--- src/rtl/serial_link_partner.sv ---
// External-clock serial link responder: samples SO on SCK rise, drives SI MSB first,
// and buffers received bytes in a small RX FIFO with a mid-byte SCK timeout.
module serial_link_partner #(
  parameter int SYNC_STAGES    = 2,
  parameter int FIFO_DEPTH     = 8,
  parameter int TIMEOUT_CYCLES = 4096
) (
  input  logic       clk,
  input  logic       reset,
  input  logic       sck_in,
  input  logic       so_in,
  output logic       si_out,
  input  logic [7:0] tx_data,
  input  logic       tx_load,
  output logic       tx_ready,
  output logic [7:0] rx_data,
  output logic       rx_valid,
  input  logic       rx_pop,
  output logic       rx_overflow,
  output logic       byte_done,
  output logic       timeout
);

  localparam int AW = $clog2(FIFO_DEPTH);
  localparam int CW = AW + 1;
  localparam int TW = $clog2(TIMEOUT_CYCLES + 1);

  logic [SYNC_STAGES-1:0] sck_sync, so_sync;
  logic                   sck_prev;
  logic                   sck_s, so_s, rise, fall;

  logic [2:0]    bit_cnt;
  logic [7:0]    rx_shift, tx_shift, tx_cur, tx_hold;
  logic [TW-1:0] tmo_cnt;

  logic [7:0]    mem [FIFO_DEPTH];
  logic [AW-1:0] wr_ptr, rd_ptr, wr_ptr_n, rd_ptr_n;
  logic [CW-1:0] count, count_n;
  logic [7:0]    rx_byte, head_n;
  logic          byte_end, abort, full, empty, pop_ok, push_ok, drop;

  // Sync chains idle high so a low SCK after reset only produces a harmless fall at bit 0
  always_ff @(posedge clk) begin
    if (reset) begin
      sck_sync <= '1;
      so_sync  <= '1;
      sck_prev <= 1'b1;
    end else begin
      sck_sync <= {sck_sync[SYNC_STAGES-2:0], sck_in};
      so_sync  <= {so_sync[SYNC_STAGES-2:0], so_in};
      sck_prev <= sck_s;
    end
  end

  assign sck_s  = sck_sync[SYNC_STAGES-1];
  assign so_s   = so_sync[SYNC_STAGES-1];
  assign rise   = sck_s & ~sck_prev;
  assign fall   = ~sck_s & sck_prev;
  assign si_out = tx_shift[7];

  always_comb begin
    rx_byte  = {rx_shift[6:0], so_s};
    byte_end = rise && (bit_cnt == 3'd7);
    abort    = !rise && !fall && (bit_cnt != 3'd0) && (tmo_cnt == TW'(TIMEOUT_CYCLES - 1));
    full     = (count == CW'(FIFO_DEPTH));
    empty    = (count == '0);
    pop_ok   = rx_pop && !empty;
    push_ok  = byte_end && (!full || pop_ok);
    drop     = byte_end && full && !pop_ok;
    wr_ptr_n = push_ok ? wr_ptr + AW'(1) : wr_ptr;
    rd_ptr_n = pop_ok ? rd_ptr + AW'(1) : rd_ptr;
    count_n  = count + CW'(push_ok) - CW'(pop_ok);
    // The byte being pushed becomes the head when it lands in an otherwise drained FIFO
    if (count_n == '0)
      head_n = 8'h00;
    else if (push_ok && (wr_ptr == rd_ptr_n))
      head_n = rx_byte;
    else
      head_n = mem[rd_ptr_n];
  end

  always_ff @(posedge clk) begin
    if (push_ok)
      mem[wr_ptr] <= rx_byte;
  end

  always_ff @(posedge clk) begin
    if (reset) begin
      bit_cnt     <= 3'd0;
      rx_shift    <= 8'h00;
      tx_shift    <= 8'hFF;
      tx_cur      <= 8'hFF;
      tx_hold     <= 8'hFF;
      tx_ready    <= 1'b1;
      tmo_cnt     <= '0;
      wr_ptr      <= '0;
      rd_ptr      <= '0;
      count       <= '0;
      rx_data     <= 8'h00;
      rx_valid    <= 1'b0;
      rx_overflow <= 1'b0;
      byte_done   <= 1'b0;
      timeout     <= 1'b0;
    end else begin
      byte_done   <= byte_end;
      timeout     <= abort;
      rx_overflow <= rx_overflow | drop;
      wr_ptr      <= wr_ptr_n;
      rd_ptr      <= rd_ptr_n;
      count       <= count_n;
      rx_data     <= head_n;
      rx_valid    <= (count_n != '0);

      if (rise || fall || (bit_cnt == 3'd0) || abort)
        tmo_cnt <= '0;
      else
        tmo_cnt <= tmo_cnt + TW'(1);

      if (rise) begin
        rx_shift <= rx_byte;
        bit_cnt  <= bit_cnt + 3'd1;
        if (byte_end) begin
          if (!tx_ready) begin
            tx_shift <= tx_hold;
            tx_cur   <= tx_hold;
            tx_ready <= 1'b1;
          end else begin
            tx_shift <= tx_cur;
          end
        end
      end else if (fall && (bit_cnt != 3'd0)) begin
        tx_shift <= {tx_shift[6:0], 1'b1};
      end else if (abort) begin
        bit_cnt  <= 3'd0;
        rx_shift <= 8'h00;
        tx_shift <= tx_cur;
      end

      // A load coinciding with byte completion is held for the byte after the reload
      if (tx_load) begin
        if (byte_end) begin
          tx_hold  <= tx_data;
          tx_ready <= 1'b0;
        end else if (tx_ready) begin
          if (bit_cnt == 3'd0) begin
            tx_shift <= tx_data;
            tx_cur   <= tx_data;
          end else begin
            tx_hold  <= tx_data;
            tx_ready <= 1'b0;
          end
        end
      end
    end
  end

endmodule

--- config.mk ---
export PLATFORM = sky130hd
export DESIGN_NAME = serial_link_partner
export DESIGN_NICKNAME = d
export VERILOG_FILES = /design/src/rtl/serial_link_partner.sv
export SDC_FILE = /design/constraint.sdc
export NUM_CORES = 1
export LEC_CHECK = 0
export CAP_MARGIN = 20
export CORE_MARGIN = 3
export CORE_UTILIZATION = 45
export DETAILED_ROUTE_END_ITERATION = 6
export SETUP_SLACK_MARGIN = 0.4
export SYNTH_ARGS = -nofsm -noshare
export SYNTH_HDL_FRONTEND = slang
export SYNTH_SLANG_ARGS = --single-unit
--- constraint.sdc ---
create_clock -name clk -period 5.5 [get_ports clk]
set_clock_uncertainty 0.2 [all_clocks]
set_input_delay 0.55 -clock clk [delete_from_list [all_inputs] [get_ports clk]]
set_output_delay 0.55 -clock clk [all_outputs]
set_load 0.1 [all_outputs]
### Zoomed window

Bar = 10 um. Region (48, 48) to (78, 78) um. Cells in gray, sequential cells in the stronger gray; small squares are vias.
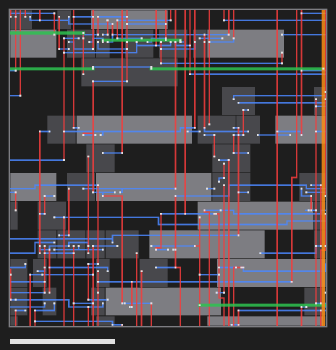
Orange marks M4. Blue marks M1. Red marks M2. Green marks M3.
Netlist names of flops here include `mem` (6), `rd_ptr` (2), `rx_shift` (2). Most frequent: edfxtp_1 (6). Sequential cells in the window: 11. 42 logic cells have their middle in the window.

### The clock network

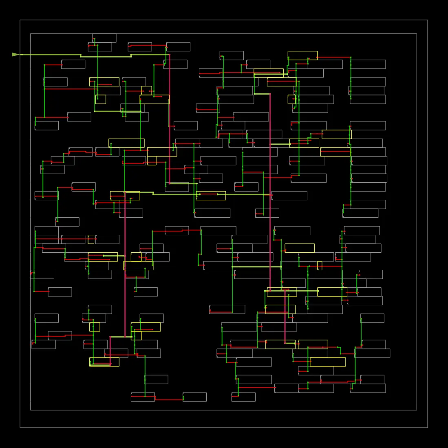
clock buffer count: 22
flop count: 139

### M4 wires

Supply wires on this layer in gray.
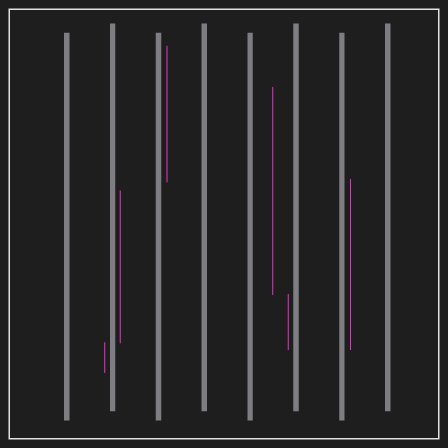
The wires run mostly vertical. 3 nets have wire on it. The longest straight run is 61.2 um.

### Signal wires by layer

Two of the layers only.
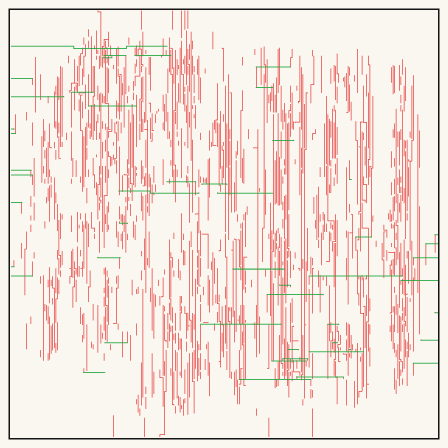
Red marks M2, wire length 7400 um. Green marks M3, wire length 435 um.

### Signal wires on met1

Supply wires on this layer in gray.
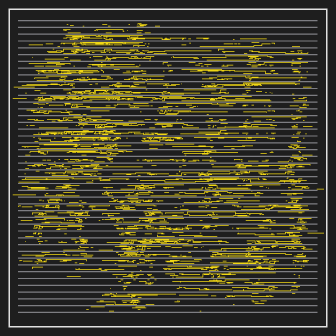
The longest straight run is 35.9 um. 603 nets have wire on it. The wires run mostly horizontal.

==> flow_metrics.tcl <==
# implementation run metrics
set metrics [dict create \
    status "finished, final reports clean" \
    holdCritStartpoint "so_sync[0]" \
    fin_cells 813 \
    period_minus_slack_ns 4.211 \
    row_count 43 \
    clock-sinks 139 \
    start_kind "register" \
    drc 0 \
    dp_hpwl_um 9365 \
    ctsResizeCount 0 \
    postSynthAreaPerCell_um2 10.98 \
    ant_nets 0 \
    rsz0062_at_grt "false" \
    ys.flops 139 \
    die_h_um 126.7 \
    async_flop_share_pct 0 \
    detail_route.wl_per_cell_um 17.53 \
    hold_end "so_sync[1]" \
    ys_types 54 \
    track_usage_pct 18.41 \
    crit_arrival_ns 4.29 \
    p_total_mw 3.468 \
    clk_pin_slew_ns 0.06 \
    ys_warn_count 0 \
    netlist_instances 597 \
    antenna_found_initial 0 \
    cts_tree "built" \
    postCtsSetupBuffers 0 \
]
-- synthesized netlist by cell type (3+ instances only) --
cell / count
a22oi_1: 9
nand2b_1: 5
ha_1: 14
a22o_1: 7
xor2_1: 7
o31ai_1: 7
a21oi_1: 21
xnor2_1: 11
nor4_1: 3
nand3_1: 10
clkbuf_1: 24
buf_2: 4
and3_1: 12
a211oi_1: 28
nand2_1: 36
buf_1: 5
nor3b_1: 3
inv_1: 17
nor3_1: 5
a21o_1: 8
nor2b_1: 19
edfxtp_1: 64
mux2i_1: 76
or2_2: 12
o21ai_0: 13
a221oi_1: 12
nor2_1: 52
a211o_1: 8
dfxtp_1: 75
-- metal layers --
metal  GRT usage [%]  share of wire [%]  wire length, um
met1           22.01                 43             6195
met2           32.78                 52             7399
met3           3.579                3.0              434
met4           6.877                1.6              221
met5               0                  0                0
-- critical path, stage by stage, from the launching register on --
cell      delay [ns]
dfxtp_1         0.35
ha_1            0.68
nand2_1         0.34
a31oi_1         0.53
inv_1           0.21
ha_1            0.33
inv_1           0.05
ha_1            0.16
inv_1           0.06
fa_1            0.38
xor2_1          0.21
a41o_1          0.48
a211oi_2        0.08
-- metrics by stage --
stage | util (%) | setup slack (ns)
2_1_floorplan | - | 1.823
3_3_place_gp | 49.72 | 1.483
3_5_place_dp | 49.72 | 1.283
4_1_cts | 54.36 | 1.272
5_1_grt | 54.40 | 0.9330
6_report | 54.40 | 1.289
-- layout make-up --
cell class / instances / area [um^2]
Clock buffer: 22 / 529.3
Timing Repair Buffer: 38 / 345.3
Multi-Input combinational cell: 407 / 2929
Sequential cell: 139 / 3423
Tap cell: 180 / 225.2
Clock inverter: 10 / 122.6
Inverter: 17 / 63.81
Fill cell: 1226 / 6404
-- power breakdown --
group / internal, mW / switching [mW] / leakage [nW] / total (mW)
Combinational: 0.400 / 0.674 / 1.35 / 1.07
Sequential: 1.13 / 0.0487 / 1.20 / 1.18
Clock: 0.780 / 0.431 / 0.318 / 1.21
-- placed cells by master (no fill, tap or decap), drive strengths merged, types with 2 or more instances in the layout --
cell type / count
nor3b: 3
nand4: 2
edfxtp: 64
o21ai: 14
nor4: 3
buf: 12
and3: 12
a21oi: 21
xnor2: 11
or3: 2
mux4: 2
nor3: 6
clkbuf: 22
a22o: 7
ha: 14
bufinv: 2
a21boi: 2
o31ai: 7
inv: 19
nand2b: 5
and2: 2
mux2i: 76
a22oi: 9
a21o: 8
clkdlybuf4s50: 26
a211oi: 29
nand3: 10
nor2b: 19
dfxtp: 75
a221oi: 12
a211o: 8
xor2: 7
or2: 12
nor2: 52
clkinv: 5
nand2: 36
-- kinds of logic (layout without fill, tap and decap cells) --
family          Yosys count  count (layout)  synth area share (%)
buf+inv                  51              87                 3.055
simple gates            170             170                 12.95
mux                      79              79                 12.47
compound gates          125             125                 13.90
fa+ha+maj                15              15                 2.979
xor+xnor                 18              18                 2.406
flops                   139             139                 52.24
-- flip-flops by register name, summed over array words and instances (netlist names), 2 cells and up --
signal and flops:
rd_ptr 3, tmo_cnt 13, tx_cur 8, mem 64, tx_hold 8, sck_sync 2
so_sync 2, bit_cnt 3, rx_data 8, tx_shift 8, wr_ptr 3, count 4
rx_shift 7
Power figures rest on the tool's default switching activity, not on a simulated workload.
